Figure 1. Clock nets.
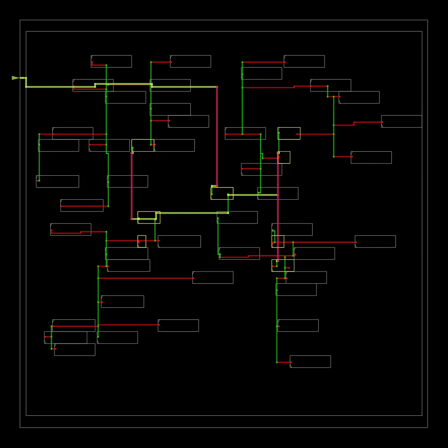
Figure 2. Cells by drive strength.
The bar under the picture is 20 um long.
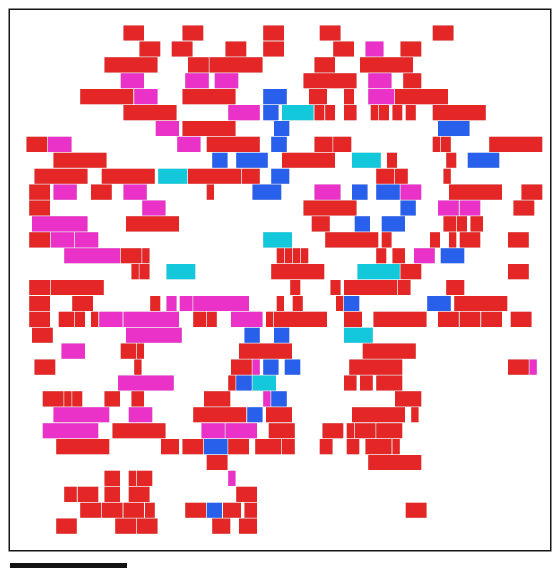
Figure 3. Where the registers sit.
The bar under the picture is 20 um long.
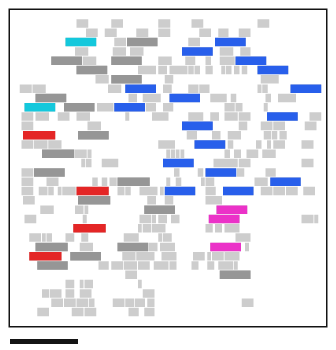
Figure 4. Cells coloured by class.
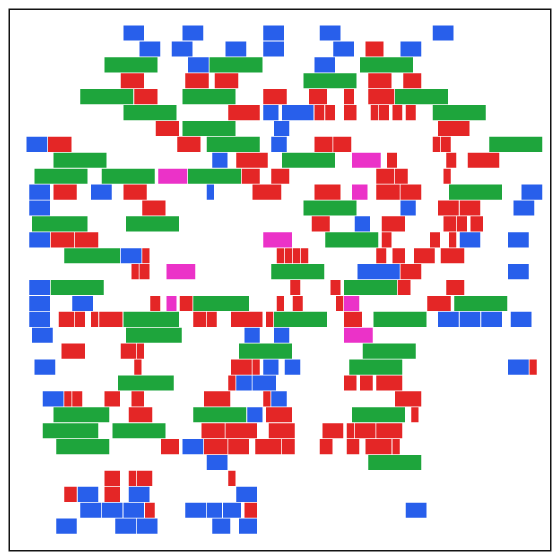
Figure 5. Routed clock nets over the placement.
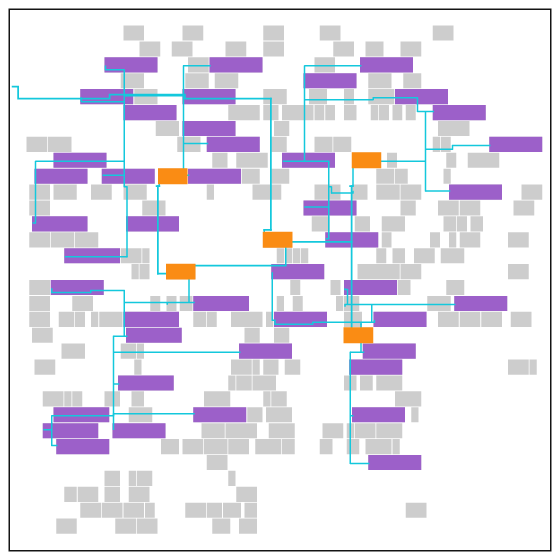
$ cat src/rtl/neuraedge_tile_pkg.sv
// Shared types and constants for the neuraedge tile mode scheduler.
package neuraedge_tile_pkg;

  typedef enum logic [1:0] {
    ST_IDLE   = 2'd0,
    ST_DRAIN  = 2'd1,
    ST_APPLY  = 2'd2,
    ST_SETTLE = 2'd3
  } state_t;

  localparam logic [1:0] PREC_INT8 = 2'd0;
  localparam logic [1:0] PREC_INT4 = 2'd1;
  localparam logic [1:0] PREC_INT2 = 2'd2;
  localparam logic [1:0] PREC_INT1 = 2'd3;

  localparam logic [7:0] THERM_HI_DEFAULT = 8'd85;
  localparam logic [7:0] THERM_LO_DEFAULT = 8'd75;

  // Lane-mask helpers are 32 bits wide; users truncate to their lane count.
  localparam logic [31:0] LANE_ALL_ONES = 32'hFFFF_FFFF;
  localparam logic [31:0] LANE_LOWEST   = 32'h0000_0001;

  function automatic logic [31:0] lower_half_mask(input int lanes);
    lower_half_mask = (32'h1 << (lanes / 2)) - 32'h1;
  endfunction

endpackage

$ cat src/rtl/tile_mode_scheduler_if.sv
// Configuration request handshake between the host/CSR side and the scheduler.
interface tile_mode_scheduler_if #(
  parameter int LANES = 4
);
  logic             req_valid;
  logic             req_ready;
  logic [1:0]       req_precision;
  logic [LANES-1:0] req_lane_mask;
  logic             req_sparsity_en;
  logic [1:0]       req_sparsity_mode;

  modport master (
    output req_valid, req_precision, req_lane_mask, req_sparsity_en, req_sparsity_mode,
    input  req_ready
  );

  modport slave (
    input  req_valid, req_precision, req_lane_mask, req_sparsity_en, req_sparsity_mode,
    output req_ready
  );
endinterface

$ cat src/rtl/tile_thermal_throttle.sv
// Registered hysteresis comparator: sets at or above therm_hi, clears at or below therm_lo.
module tile_thermal_throttle (
  input  logic       clk,
  input  logic       reset,
  input  logic [7:0] temperature,
  input  logic [7:0] therm_hi,
  input  logic [7:0] therm_lo,
  output logic       throttled_next
);

  always_ff @(posedge clk or posedge reset) begin
    if (reset) begin
      throttled_next <= 1'b0;
    end else if (temperature >= therm_hi) begin
      throttled_next <= 1'b1;
    end else if (temperature <= therm_lo) begin
      throttled_next <= 1'b0;
    end
  end

endmodule

$ cat src/rtl/tile_mode_scheduler.sv
// Sequences tile configuration changes: stall, drain, apply atomically, settle, release.
// Thermal throttling reuses the same sequence and narrows the effective lane mask.
module tile_mode_scheduler
  import neuraedge_tile_pkg::*;
#(
  parameter int         DRAIN_CYCLES  = 8,
  parameter int         SETTLE_CYCLES = 4,
  parameter int         LANES         = 4,
  parameter logic [7:0] THERM_HI      = THERM_HI_DEFAULT,
  parameter logic [7:0] THERM_LO      = THERM_LO_DEFAULT
) (
  input  logic                 clk,
  input  logic                 reset,
  tile_mode_scheduler_if.slave req,
  input  logic [7:0]           temperature,
  input  logic                 data_valid_in,
  output logic                 data_valid_out,
  output logic                 data_stall,
  output logic [1:0]           precision_mode,
  output logic [LANES-1:0]     lane_active_mask,
  output logic                 sparsity_enable,
  output logic [1:0]           sparsity_mode,
  output logic                 throttled,
  output logic                 busy,
  output logic                 done,
  output logic                 cfg_err,
  output logic [15:0]          switch_count
);

  localparam int CNT_MAX = (DRAIN_CYCLES > SETTLE_CYCLES) ? DRAIN_CYCLES : SETTLE_CYCLES;
  localparam int CNT_W   = (CNT_MAX > 1) ? $clog2(CNT_MAX) : 1;
  localparam logic [CNT_W-1:0] DRAIN_LAST  = CNT_W'(DRAIN_CYCLES - 1);
  localparam logic [CNT_W-1:0] SETTLE_LAST = CNT_W'(SETTLE_CYCLES - 1);
  localparam logic [LANES-1:0] MASK_ALL    = LANES'(LANE_ALL_ONES);
  localparam logic [LANES-1:0] MASK_LOWER  = LANES'(lower_half_mask(LANES));
  localparam logic [LANES-1:0] MASK_LOWEST = LANES'(LANE_LOWEST);

  state_t           state, state_nxt;
  logic [CNT_W-1:0] cnt, cnt_nxt;
  logic             throttled_next;
  logic             therm_pending;
  logic             accept;
  logic [1:0]       lat_prec;
  logic [LANES-1:0] lat_mask;
  logic             lat_sp_en;
  logic [1:0]       lat_sp_mode;
  logic [LANES-1:0] masked_lanes;
  logic [LANES-1:0] eff_mask;

  tile_thermal_throttle u_therm (
    .clk            (clk),
    .reset          (reset),
    .temperature    (temperature),
    .therm_hi       (THERM_HI),
    .therm_lo       (THERM_LO),
    .throttled_next (throttled_next)
  );

  assign therm_pending  = (throttled_next != throttled);
  assign req.req_ready  = (state == ST_IDLE) && !therm_pending;
  assign accept         = req.req_valid && req.req_ready;
  assign busy           = (state != ST_IDLE);
  assign data_stall     = busy;
  assign data_valid_out = data_valid_in & ~data_stall;

  always_ff @(posedge clk or posedge reset) begin
    if (reset) begin
      state <= ST_IDLE;
      cnt   <= '0;
    end else begin
      state <= state_nxt;
      cnt   <= cnt_nxt;
    end
  end

  // Accept and a pending throttle change are exclusive in IDLE, since req_ready excludes pending.
  always_comb begin
    state_nxt = state;
    cnt_nxt   = cnt;
    case (state)
      ST_IDLE: begin
        cnt_nxt = '0;
        if (accept || therm_pending) state_nxt = ST_DRAIN;
      end
      ST_DRAIN: begin
        if (cnt == DRAIN_LAST) begin
          cnt_nxt   = '0;
          state_nxt = ST_APPLY;
        end else begin
          cnt_nxt = cnt + 1'b1;
        end
      end
      ST_APPLY: begin
        cnt_nxt   = '0;
        state_nxt = ST_SETTLE;
      end
      ST_SETTLE: begin
        if (cnt == SETTLE_LAST) begin
          cnt_nxt   = '0;
          state_nxt = ST_IDLE;
        end else begin
          cnt_nxt = cnt + 1'b1;
        end
      end
      default: begin
        cnt_nxt   = '0;
        state_nxt = ST_IDLE;
      end
    endcase
  end

  // The latched fields persist after apply, so a thermal-only sequence reapplies the current config.
  always_ff @(posedge clk or posedge reset) begin
    if (reset) begin
      lat_prec    <= PREC_INT8;
      lat_mask    <= MASK_ALL;
      lat_sp_en   <= 1'b0;
      lat_sp_mode <= 2'd0;
    end else if (accept) begin
      lat_prec    <= req.req_precision;
      lat_mask    <= (req.req_lane_mask == '0) ? MASK_LOWEST : req.req_lane_mask;
      lat_sp_en   <= req.req_sparsity_en;
      lat_sp_mode <= req.req_sparsity_mode;
    end
  end

  always_comb begin
    masked_lanes = lat_mask & (throttled_next ? MASK_LOWER : MASK_ALL);
    eff_mask     = (masked_lanes == '0) ? MASK_LOWEST : masked_lanes;
  end

  always_ff @(posedge clk or posedge reset) begin
    if (reset) begin
      precision_mode   <= PREC_INT8;
      lane_active_mask <= MASK_ALL;
      sparsity_enable  <= 1'b0;
      sparsity_mode    <= 2'd0;
      throttled        <= 1'b0;
      switch_count     <= 16'd0;
    end else if (state == ST_APPLY) begin
      precision_mode   <= lat_prec;
      lane_active_mask <= eff_mask;
      sparsity_enable  <= lat_sp_en;
      sparsity_mode    <= lat_sp_mode;
      throttled        <= throttled_next;
      if (switch_count != 16'hFFFF) switch_count <= switch_count + 16'd1;
    end
  end

  always_ff @(posedge clk or posedge reset) begin
    if (reset) begin
      done    <= 1'b0;
      cfg_err <= 1'b0;
    end else begin
      done    <= (state == ST_SETTLE) && (cnt == SETTLE_LAST);
      cfg_err <= accept && (req.req_lane_mask == '0);
    end
  end

endmodule

$ cat src/flat_wrapper.sv
// flat-port wrapper written by rule: the top's interface ports become plain ports
module tile_mode_scheduler_flat import neuraedge_tile_pkg::*;
#(
  parameter int         DRAIN_CYCLES  = 8,
  parameter int         SETTLE_CYCLES = 4,
  parameter int         LANES         = 4,
  parameter logic [7:0] THERM_HI      = THERM_HI_DEFAULT,
  parameter logic [7:0] THERM_LO      = THERM_LO_DEFAULT
)
  (clk, reset, temperature, data_valid_in, data_valid_out, data_stall, precision_mode, lane_active_mask, sparsity_enable, sparsity_mode, throttled, busy, done, cfg_err, switch_count, req_req_valid, req_req_precision, req_req_lane_mask, req_req_sparsity_en, req_req_sparsity_mode, req_req_ready);
  tile_mode_scheduler_if #(.LANES(LANES)) req_i ();
  input  logic clk;
  input  logic reset;
  input  logic [7:0] temperature;
  input  logic data_valid_in;
  output logic data_valid_out;
  output logic data_stall;
  output logic [1:0] precision_mode;
  output logic [LANES-1:0] lane_active_mask;
  output logic sparsity_enable;
  output logic [1:0] sparsity_mode;
  output logic throttled;
  output logic busy;
  output logic done;
  output logic cfg_err;
  output logic [15:0] switch_count;
  input wire logic [$bits(req_i.req_valid)-1:0] req_req_valid;
  input wire logic [$bits(req_i.req_precision)-1:0] req_req_precision;
  input wire logic [$bits(req_i.req_lane_mask)-1:0] req_req_lane_mask;
  input wire logic [$bits(req_i.req_sparsity_en)-1:0] req_req_sparsity_en;
  input wire logic [$bits(req_i.req_sparsity_mode)-1:0] req_req_sparsity_mode;
  output wire logic [$bits(req_i.req_ready)-1:0] req_req_ready;
  assign req_i.req_valid = req_req_valid;
  assign req_i.req_precision = req_req_precision;
  assign req_i.req_lane_mask = req_req_lane_mask;
  assign req_i.req_sparsity_en = req_req_sparsity_en;
  assign req_i.req_sparsity_mode = req_req_sparsity_mode;
  assign req_req_ready = req_i.req_ready;
  tile_mode_scheduler #(.DRAIN_CYCLES(DRAIN_CYCLES), .SETTLE_CYCLES(SETTLE_CYCLES), .LANES(LANES), .THERM_HI(THERM_HI), .THERM_LO(THERM_LO)) u_core (.clk(clk), .reset(reset), .req(req_i), .temperature(temperature), .data_valid_in(data_valid_in), .data_valid_out(data_valid_out), .data_stall(data_stall), .precision_mode(precision_mode), .lane_active_mask(lane_active_mask), .sparsity_enable(sparsity_enable), .sparsity_mode(sparsity_mode), .throttled(throttled), .busy(busy), .done(done), .cfg_err(cfg_err), .switch_count(switch_count));
endmodule
$ cat config.mk
export PLATFORM = sky130hd
export DESIGN_NAME = tile_mode_scheduler_flat
export DESIGN_NICKNAME = d
export VERILOG_FILES = /design/src/rtl/neuraedge_tile_pkg.sv /design/src/rtl/tile_mode_scheduler_if.sv /design/src/rtl/tile_thermal_throttle.sv /design/src/rtl/tile_mode_scheduler.sv /design/src/flat_wrapper.sv
export SDC_FILE = /design/constraint.sdc
export NUM_CORES = 1
export LEC_CHECK = 0
export CELL_PAD_IN_SITES_DETAIL_PLACEMENT = 0
export CELL_PAD_IN_SITES_GLOBAL_PLACEMENT = 1
export CORE_UTILIZATION = 26
export DETAILED_ROUTE_END_ITERATION = 6
export GPL_TIMING_DRIVEN = 0
export PLACE_DENSITY_LB_ADDON = 0.15
export SLEW_MARGIN = 20
export SYNTH_ARGS = -nofsm -noshare
export SYNTH_HDL_FRONTEND = slang
export SYNTH_SLANG_ARGS = --single-unit
$ cat constraint.sdc
create_clock -name clk -period 1.8 [get_ports clk]
set_clock_uncertainty 0.05 [all_clocks]
set_input_delay 0.18 -clock clk [delete_from_list [all_inputs] [get_ports clk]]
set_output_delay 0.18 -clock clk [all_outputs]
set_load 0.01 [all_outputs]
==> ci_impl_report.md <==
### Yosys + OpenROAD results

| Metric | Value |
|---|---|
| Worst Tran Pin Value | 0.482 ns |
| Final RePlAce weighted congestion | 0.667 |
| Nets at Floorplan | 211 |
| Die Height | about 92 um |
| Post-synth EDFFs | 0 |
| Critical path type | register to register |
| Status | finished clean |
| Post-synth top cells | dfrtp_1, mux2_2, ha_1, nor2_1, inv_1 |
| Gr ovfl total | 0 |
| Ratio of cells with drive above 1 in the final layout | 30.2% |
| Final setup viols | 0 |
| TritonCTS Sinks | 43 |
| GRT met1 Usage | 14.8% |
| Vias in the first global route | 1562 |
| Crit path capture type | register |
| Via count | roughly 1600 |
| Final min period | 1.74 ns |
| Largest register by flop count | u_core.switch_count |
| Maxcap violations | 0 |
| Met1 WL | about 2100 um |
| Nets | 283 |
| Critical path peak fanout | 6 |
| DR WL met3 | 232 um |
| Cell area leaders | dfrtp_1, dfstp_2, mux2_2, ha_1, xor2_1 |
| Drt first pass iters | 4 |
| Final hold violation count | 0 |
| Port Buffers | 52 |
| Largest area contributor in the netlist | dfrtp_1 |
| Crit-path cells | inv_2 -> ha_2 -> buf_6 -> and3_4 -> buf_8 -> nand3_2 -> nor2_4 -> mux2_4 |
| Post-layout period usage | 96.5% |
| Antenna Nets Post-Route | 0 |
| Syn Inst Count | 179 |
| Worst EP arrival | 1.87 ns |
| Most common cell in the netlist | dfrtp_1 |
| Clock slew at reported path FFs | 0.09 ns |
| Tot Pwr | roughly 4 mW |
| Aoi share | 5.90% |
| Initial antenna violation count | 0 |
| Dominant cell area share | 41.3% |
| Ports | 53 |
| Fmax | 576 MHz |
| FP Core Util | 27.2% |
Notes on Figure 1 above:
CTS buffer count: 5
Power Clock: 615 uW

Notes on Figure 2 above:
Blue shows x3 and x4, cells 27, share 11%. Red shows x1 and smaller, cells 176, share 70%. Cyan shows x6 and larger, cells 8, share 3.2%. Magenta shows x2, cells 41, share 16%.
cell area after layout: 3010 um2
P&R area growth vs syn: 41.9%
Plain + repair buffers: 70
Final WS setup: 0.0625 ns

Notes on Figure 3 above:
Blue shows u_core.switch_count, flops 16. Red shows u_core.lane_active_mask, flops 4. Cyan shows u_core.precision_mode, flops 2. Magenta shows u_core.cnt, flops 3.
Another 18 sequential cells are not coloured.
core utilization of the finished layout: 38.6%
Register Area: 1090 um2
Seq/total area: 36.1%
Sequential Power: 1.60 mW

Notes on Figure 4 above:
Magenta shows clock drivers and dummy loads, cells 8, share of their area 3.1%. Blue shows remaining buffers and delay cells, cells 70, share of their area 23%. Red shows remaining logic cells, cells 131, share of their area 36%. Green shows registers, cells 43, share of their area 38%.
core area: 7810 um2
Rows: 32

Notes on Figure 5 above:
Purple shows flip-flops, count 43. Orange shows clock-net drivers, count 5. Cyan shows clock wires, length 598 um.
There are 6 routed clock nets.
Late-Pin Clk Latency: 0.30 ns
Clock Power Share: 15.2%

## report_power, final
part	total [mW]	internal [mW]	leakage (nW)	switching, mW
sequential	1.60	1.36	0.529	0.237
combinational	1.84	1.10	0.706	0.739
clock	0.615	0.270	0.0402	0.345
## metrics by stage
stage,util [%],setup slack (ns),hold slack [ns],cell area [um2],instances
after detailed placement,35.8,-0.215,0.386,2790,334
after global placement,35.5,-0.461,0.378,2770,333
after CTS,38.0,0.0164,0.0896,2970,351
after global routing,38.6,-0.000485,0.110,3010,354
final,38.6,0.0625,0.0885,3010,354
after floorplan,-,0.0266,0.193,2120,179
## final timing paths
check                      cells past startpoint            start                            end  slack, ns
setup / recovery                               8  u_core.state[0]         u_core.switch_count[9]       0.06
hold / removal                                 2            reset        u_core.switch_count[14]       0.09
setup reg to reg                               8  u_core.state[0]         u_core.switch_count[9]       0.06
hold reg to reg                                1    u_core.cnt[0]                  u_core.cnt[0]       0.39
max in group asynchronous                      3            reset             u_core.lat_mask[1]       1.08
min in group clk                               3   temperature[6]  u_core.u_therm.throttled_next       0.38
## area by class of cell
| type | count | area (um2) |
|---|---|---|
| Timing Repair Buffer | 66 | 634 |
| Tap cell | 102 | 128 |
| Buffer | 4 | 37.5 |
| Fill cell | 780 | 4800 |
| Inverter | 10 | 37.5 |
| Clock buffer | 5 | 68.8 |
| Multi-Input combinational cell | 121 | 998 |
| Sequential cell | 43 | 1090 |
| Clock inverter | 3 | 20.0 |
## timing repair
action,4_1_cts,5_1_grt
endpoints found under the setup margin,14,5
resized,13,7
pin swaps,1,1
hold buffers,0,0
setup buffers,10,3
Power and IR drop assume default switching activity.
